## config.mk

```make
export PLATFORM = sky130hd
export DESIGN_NAME = traffic_countdown_ctrl
export DESIGN_NICKNAME = d
export VERILOG_FILES = /design/src/rtl/traffic_countdown_ctrl.sv
export SDC_FILE = /design/constraint.sdc
export NUM_CORES = 1
export LEC_CHECK = 0
export CAP_MARGIN = 20
export CORE_MARGIN = 1
export CORE_UTILIZATION = 40
export DETAILED_ROUTE_END_ITERATION = 6
export PLACE_DENSITY_LB_ADDON = 0.15
export SYNTH_ARGS = -nofsm -noshare
export SYNTH_HDL_FRONTEND = slang
export SYNTH_SLANG_ARGS = --single-unit
```

## constraint.sdc

```tcl
create_clock -name clk -period 3.7 [get_ports clk]
set_input_delay 0.37 -clock clk [delete_from_list [all_inputs] [get_ports clk]]
set_output_delay 0.37 -clock clk [all_outputs]
set_load 0.01 [all_outputs]
```

## src/rtl/traffic_countdown_ctrl.sv

```systemverilog
// -----------------------------------------------------------------------------
// traffic_countdown_ctrl
//   Phase sequencer feeding traffic_display. Cycles GREEN -> YELLOW -> RED ->
//   GREEN. Each phase shows a two-digit BCD countdown of the remaining seconds.
//   A second is CLK_DIV clock cycles, measured by an internal prescaler.
//
// Ports
//   clk         in   1  system clock, rising edge
//   rst         in   1  synchronous active-high reset
//   en          in   1  run enable; 0 freezes prescaler and countdown
//   ped_req     in   1  pedestrian request (only with PED_REQ_EN)
//   sel         out  3  one-hot phase: 001 GREEN, 010 YELLOW, 100 RED
//   tens        out  4  BCD tens digit of the remaining count
//   ones        out  4  BCD ones digit of the remaining count
//   phase_done  out  1  one-cycle pulse alongside the new phase
//
// Build option
//   PED_REQ_EN  adds ped_req, the sticky ped_pend register and the PED_T
//               shortening of GREEN. Without it timing depends only on the
//               phase parameters.
// -----------------------------------------------------------------------------
module traffic_countdown_ctrl #(
    parameter int CLK_DIV  = 100_000_000,
    parameter int GREEN_T  = 35,
    parameter int YELLOW_T = 5,
    parameter int RED_T    = 30
`ifdef PED_REQ_EN
    ,
    parameter int PED_T    = 10
`endif
) (
    input  logic       clk,
    input  logic       rst,
    input  logic       en,
`ifdef PED_REQ_EN
    input  logic       ped_req,
`endif
    output logic [2:0] sel,
    output logic [3:0] tens,
    output logic [3:0] ones,
    output logic       phase_done
);

    localparam int PW = (CLK_DIV > 1) ? $clog2(CLK_DIV) : 1;
    localparam logic [PW-1:0] PRESC_MAX = PW'(CLK_DIV - 1);

    typedef enum logic [2:0] {
        ST_GREEN  = 3'b001,
        ST_YELLOW = 3'b010,
        ST_RED    = 3'b100
    } state_t;

    // Decimal 0..99 to packed {tens, ones} BCD.
    function automatic logic [7:0] to_bcd(input int v);
        to_bcd = {4'(v / 10), 4'(v % 10)};
    endfunction

    localparam logic [7:0] GREEN_BCD  = to_bcd(GREEN_T);
    localparam logic [7:0] YELLOW_BCD = to_bcd(YELLOW_T);
    localparam logic [7:0] RED_BCD    = to_bcd(RED_T);

    state_t        state_r, state_s, nxt_state_s;
    logic [3:0]    tens_r, tens_s;
    logic [3:0]    ones_r, ones_s;
    logic          phase_done_r, phase_done_s;
    logic [PW-1:0] presc_r, presc_s;
    logic [7:0]    nxt_bcd_s;
    logic          legal_s;
    logic          tick_s;
    logic          count_zero_s;
    logic          ped_load_s;

    assign tick_s       = en & (presc_r == PRESC_MAX);
    assign count_zero_s = (tens_r == 4'd0) & (ones_r == 4'd0);

`ifdef PED_REQ_EN
    localparam logic [7:0] PED_BCD = to_bcd(PED_T);

    // BCD pair back to a binary value for the PED_T comparison.
    function automatic logic [6:0] bcd_value(input logic [3:0] t, input logic [3:0] o);
        bcd_value = ({3'b000, t} * 7'd10) + {3'b000, o};
    endfunction

    logic ped_pend_r, ped_pend_s;

    // A request arriving in the tick cycle itself counts for that tick.
    assign ped_load_s = (state_r == ST_GREEN) & (ped_pend_r | ped_req) &
                        (bcd_value(tens_r, ones_r) > 7'(PED_T));

    // Sticky pending flag; the GREEN->YELLOW edge clears it unless the
    // request is still present on that edge.
    always_comb begin
        ped_pend_s = ped_pend_r | ped_req;
        if (tick_s && count_zero_s && (state_r == ST_GREEN)) begin
            ped_pend_s = ped_req;
        end else begin
            ped_pend_s = ped_pend_r | ped_req;
        end
    end

    // Pedestrian pending register.
    always_ff @(posedge clk) begin
        if (rst) begin
            ped_pend_r <= 1'b0;
        end else begin
            ped_pend_r <= ped_pend_s;
        end
    end
`else
    assign ped_load_s = 1'b0;
`endif

    // Successor phase and its start value; unknown encodings map to GREEN.
    always_comb begin
        nxt_state_s = ST_GREEN;
        nxt_bcd_s   = GREEN_BCD;
        legal_s     = 1'b0;
        case (state_r)
            ST_GREEN: begin
                nxt_state_s = ST_YELLOW;
                nxt_bcd_s   = YELLOW_BCD;
                legal_s     = 1'b1;
            end
            ST_YELLOW: begin
                nxt_state_s = ST_RED;
                nxt_bcd_s   = RED_BCD;
                legal_s     = 1'b1;
            end
            ST_RED: begin
                nxt_state_s = ST_GREEN;
                nxt_bcd_s   = GREEN_BCD;
                legal_s     = 1'b1;
            end
            default: begin
                nxt_state_s = ST_GREEN;
                nxt_bcd_s   = GREEN_BCD;
                legal_s     = 1'b0;
            end
        endcase
    end

    // Prescaler, countdown and phase next-state logic.
    always_comb begin
        presc_s      = presc_r;
        state_s      = state_r;
        tens_s       = tens_r;
        ones_s       = ones_r;
        phase_done_s = 1'b0;

        if (en) begin
            if (tick_s) begin
                presc_s = {PW{1'b0}};
            end else begin
                presc_s = presc_r + PW'(1);
            end
        end else begin
            presc_s = presc_r;
        end

        if (!legal_s) begin
            // Corrupted phase register: restart GREEN immediately.
            state_s          = ST_GREEN;
            {tens_s, ones_s} = GREEN_BCD;
        end else if (tick_s) begin
            if (count_zero_s) begin
                // Phase and new count switch together: no mixed display.
                state_s          = nxt_state_s;
                {tens_s, ones_s} = nxt_bcd_s;
                phase_done_s     = 1'b1;
            end else if (ped_load_s) begin
`ifdef PED_REQ_EN
                {tens_s, ones_s} = PED_BCD;
`else
                {tens_s, ones_s} = {tens_r, ones_r};
`endif
            end else if (ones_r == 4'd0) begin
                ones_s = 4'd9;
                tens_s = tens_r - 4'd1;
            end else begin
                ones_s = ones_r - 4'd1;
            end
        end else begin
            state_s = state_r;
        end
    end

    // State registers; reset wins over tick and requests.
    always_ff @(posedge clk) begin
        if (rst) begin
            state_r      <= ST_GREEN;
            tens_r       <= GREEN_BCD[7:4];
            ones_r       <= GREEN_BCD[3:0];
            phase_done_r <= 1'b0;
            presc_r      <= {PW{1'b0}};
        end else begin
            state_r      <= state_s;
            tens_r       <= tens_s;
            ones_r       <= ones_s;
            phase_done_r <= phase_done_s;
            presc_r      <= presc_s;
        end
    end

    assign sel        = state_r;
    assign tens       = tens_r;
    assign ones       = ones_r;
    assign phase_done = phase_done_r;

endmodule

```

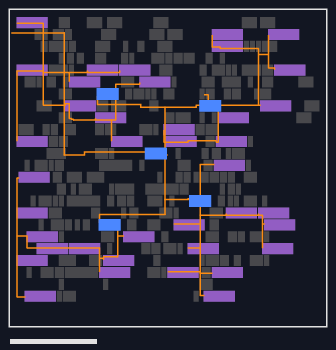
**Above:** run 1 (clock distribution).
Bar = 20 µm.
[flip-flops] purple | count: 39
[clock drivers] blue | count: 5
[clock wires] orange | length: 466 µm
routed clock nets: 6
flops lie: widely spread
Clk. pwr: 256 µW
Layout Skew: 0.01055 ns
clock power share: 36.8%

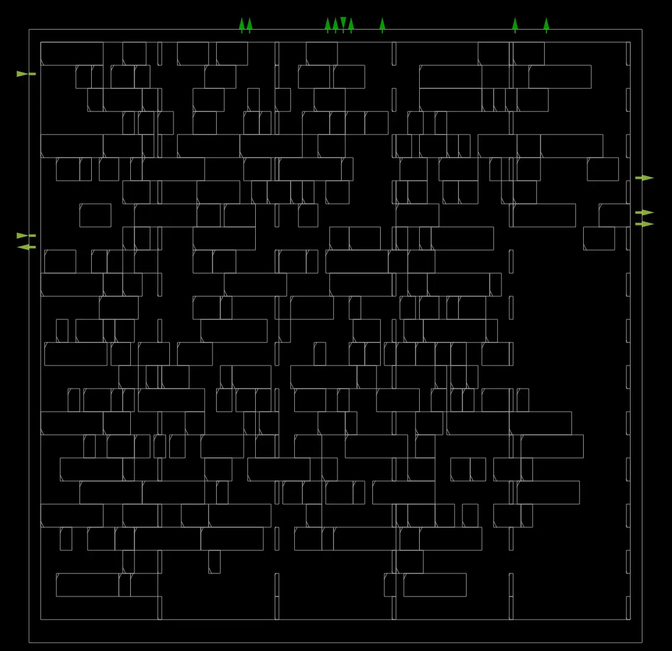
**Above:** run 1 (placement view).
sequential share of cell area: 34.51%
tap cells: 67
Final Non-Filler Cells: 309
Final Util: 47.89%
Row Count: 25

==> results.ini, run 1 <==
[clock_tree]
cts_root_buf = clkbuf_8
cts.sinks = 39
cts_tree = built
ctsResizeCount = 0
clockBufferDepth = 2
clock_latency_ns = 0.29

[timing]
maxSlewViolCount = 0
hold_viol = 0
fin_ws_ns = 1.492
period_used_pct = 59.68
setup_viol = 0
tns_ns = 0

[yosys]
edf_count = 0
ys_types = 45
fp_nets = 231
ys_warn_count = 0
ys_sh_adder_pct = 2.536
ys_area_mm2 = 0.001973
aoi_share_pct = 7.863
ys_cells = 224
ys_ff = 39

[layout]
layout_top_cell = dfxtp_1
antenna_cells = 0

[placement]
port_buffers = 14
gp_congestion = 0.7840
dp.cells = 303

[worst_setup_path]
crit_end = presc_r[22]$_SDFFE_PP0P_
cp-start-kind = primary input
worstPathRequired_ns = 3.87
r2r-end = presc_r[22]$_SDFFE_PP0P_

[pwr]
powerDensity_mw_per_mm2 = 307.7
finalPower_uw = 696.2
vdd.ir_drop.worst_uv = 150.0

[run]
max_cap_viol_count = 0

[grt]
grt_max_degree = 26
grtUsageTotal_pct = 16.53

[detailed_routing]
drcViolationCount = 0

[die]
pin_count = 15

[status]
status = finished, final reports clean

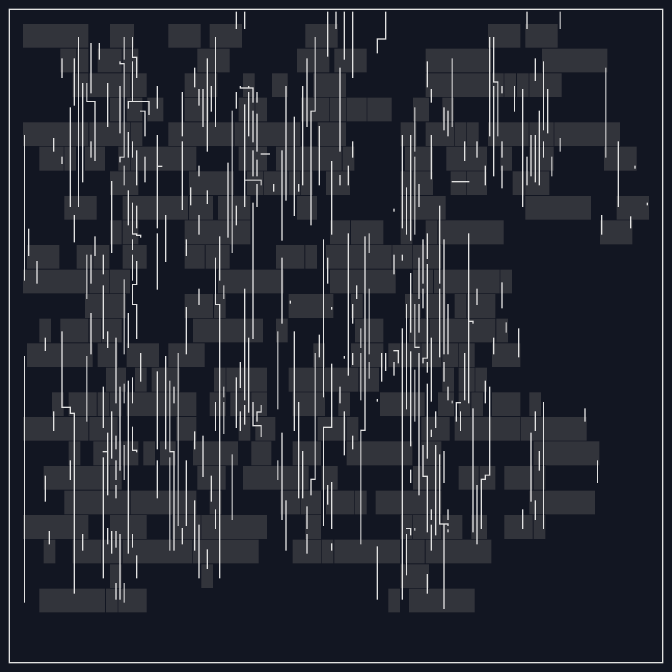
**Above:** run 1 (the metal 2 layer).
nets with wire on the layer: 192
share of all routed wire: 43%

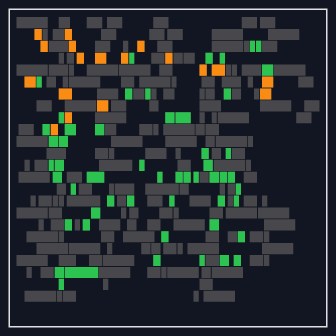
**Above:** run 1 (selected gate families).
| family | colour | cells |
|---|---|---|
| aoi and oai cells | orange | 18 |
| nand cells | green | 53 |

## run 1: cell type report
| class | count | area [µm²] | share of cell area, % |
|---|---|---|---|
| well taps | 67 | 83.83 | 3.706 |
| clock buffers | 6 | 72.57 | 3.208 |
| flip-flops and latches | 39 | 780.7 | 34.51 |
| multi-input cells | 172 | 1132 | 50.06 |
| inverters | 8 | 30.03 | 1.327 |
| repair buffers | 17 | 162.7 | 7.190 |
## run 1: power breakdown
group | internal (mW) | switching [mW] | leakage (nW)
sequential | 0.421 | 0.00143 | 0.315
combinational | 0.00673 | 0.0103 | 0.509
clock | 0.126 | 0.131 | 0.0371
total | 0.554 | 0.143 | 0.860
## run 1: metal layers
layer | track usage (%) | vias to the layer above | wire length [µm]
met5 | 0 | - | 0
met4 | 5.664 | 0 | 64
met3 | 4.722 | 8 | 149
met2 | 24.71 | 26 | 1640
met1 | 22.81 | 709 | 1939
li1 | - | 819 | -
## run 1: worst min path at each step
stage,to,slack (ns)
2_1_floorplan,presc_r[0]$_SDFFE_PP0P_,0.44
3_3_place_gp,presc_r[1]$_SDFFE_PP0P_,0.48
3_5_place_dp,ones[1]$_SDFFE_PP0N_,0.48
4_1_cts,ones[1]$_SDFFE_PP0N_,0.49
5_1_grt,presc_r[1]$_SDFFE_PP0P_,0.52
6_report,ones[1]$_SDFFE_PP0N_,0.49
## run 1: worst max-delay path: stages
cell,delay [ns]
clkdlybuf4s50_1,0.58
nand4_1,0.23
nor4_2,0.76
nand4_1,0.20
xor2_1,0.20
nor2_2,0.04
## run 1: state kept, by name (all words and copies together) (netlist names)
register    flops
ones            4
sel             3
presc_r        27
tens            4
phase_done      1
--- run 2 (diff from run 1) ---
clock period = 1.9 ns   (was 3.7 ns; I/O delays follow)
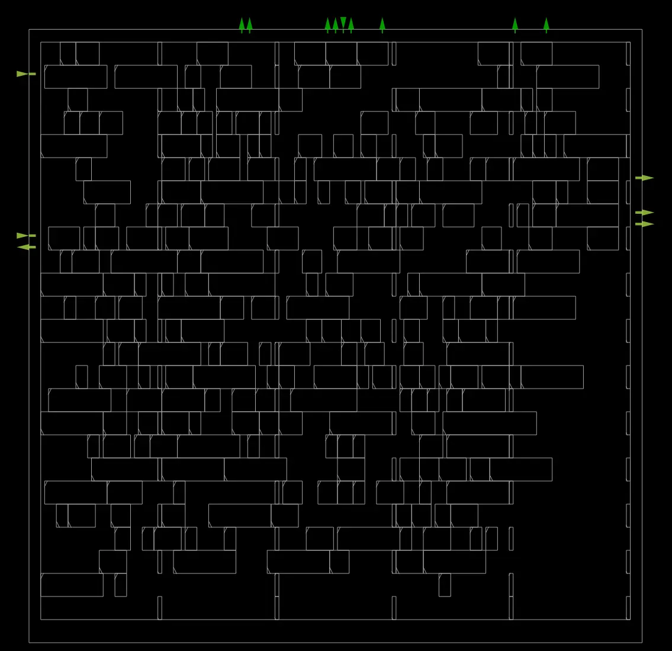
**Above:** run 2 (placement view).
Final Util: 52.74%
sequential share of cell area: 31.39%

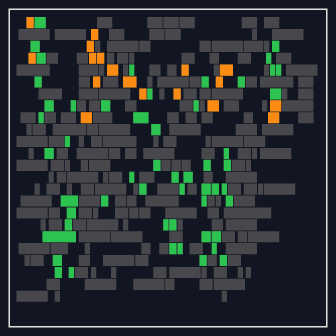
**Above:** run 2 (selected gate families).
| family | colour | cells |
|---|---|---|
| nand cells | green | 53 |
| aoi and oai cells | orange | 18 |

==> results.ini, run 2 <==
[timing]
tns_ns = 0
clock_skew_ns = 0.007644
period_used_pct = 93.90
maxSlewViolCount = 0
hold_viol = 0

[placement]
gp_congestion = 0.7597

[yosys]
ys_ff = 39
ys_warn_count = 0
edf_count = 0
fp_nets = 231
ys_area_mm2 = 0.001973
ys_types = 45

[worst_setup_path]
worstPathRequired_ns = 2.08

[clock_tree]
cts.sinks = 39
ctsResizeCount = 0

[layout]
num-nonclk-buffers = 38
buffer_area_share_pct = 13.36
logic_gate_count = 172
final-clk-cell-share_pct = 4.721
logic_area_mm2 = 0.001145
seq_cells = 39
largest_reg_flops = 27

[grt]
grt_use_met3_pct = 4.028
use_met2_pct = 25.65
grt.met1_usage_pct = 23.79
grtUsageTotal_pct = 16.94
grt_max_degree = 26

[run]
max_cap_viol_count = 0

[detailed_routing]
met1_length_um = 2109
drcViolationCount = 0
met3_length_um = 114

[die]
rows = 25

[status]
status = finished, final reports clean

[pwr]
vdd.ir_drop.worst_uv = 496.9

==> run 2: power breakdown <==
group / internal (mW) / leakage (nW) / switching, mW
clock network: 0.425 / 0.0612 / 0.284
logic: 0.0193 / 0.612 / 0.0234
registers: 0.820 / 0.315 / 0.00224
==> run 2: worst paths after layout <==
path | startpoint | to | slack (ns) | depth (start not counted)
setup / recovery | ones[1]$_SDFFE_PP0N_ | ones[2]$_SDFFE_PP1N_ | 0.12 | 8
hold / removal | presc_r[1]$_SDFFE_PP0P_ | presc_r[1]$_SDFFE_PP0P_ | 0.48 | 2
setup reg to reg | ones[1]$_SDFFE_PP0N_ | ones[2]$_SDFFE_PP1N_ | 0.12 | 8
hold reg to reg | presc_r[1]$_SDFFE_PP0P_ | presc_r[1]$_SDFFE_PP0P_ | 0.48 | 2
==> run 2: worst max-delay path: stages (launching register included) <==
cell     delay (ns)
dfxtp_1        0.40
inv_1          0.08
ha_1           0.19
nor3b_1        0.14
buf_4          0.16
and3_2         0.27
nand2_1        0.09
o21ai_1        0.08
a311o_1        0.27
==> run 2: cells by family (layout without fill, tap and decap cells) <==
family | count (synthesis) | after routing | synth area share [%]
adders and majority gates | 4 | 4 | 2.537
DFF | 39 | 39 | 39.57
AOI/OAI and AO/OA | 23 | 23 | 7.864
buffers and inverters | 13 | 54 | 3.043
xor gates and xnor gates | 26 | 26 | 11.54
and+or+nand+nor | 118 | 118 | 34.94
muxes | 1 | 1 | 0.5073
==> run 2: per-stage QoR <==
stage | total power [mW] | utilization [%]
2_1_floorplan | 0.8634 | -
3_3_place_gp | 0.8828 | 49.64
3_5_place_dp | 0.8834 | 49.64
4_1_cts | 1.603 | 52.13
5_1_grt | 1.637 | 52.74
6_report | 1.574 | 52.74
Power and IR drop assume default switching activity.
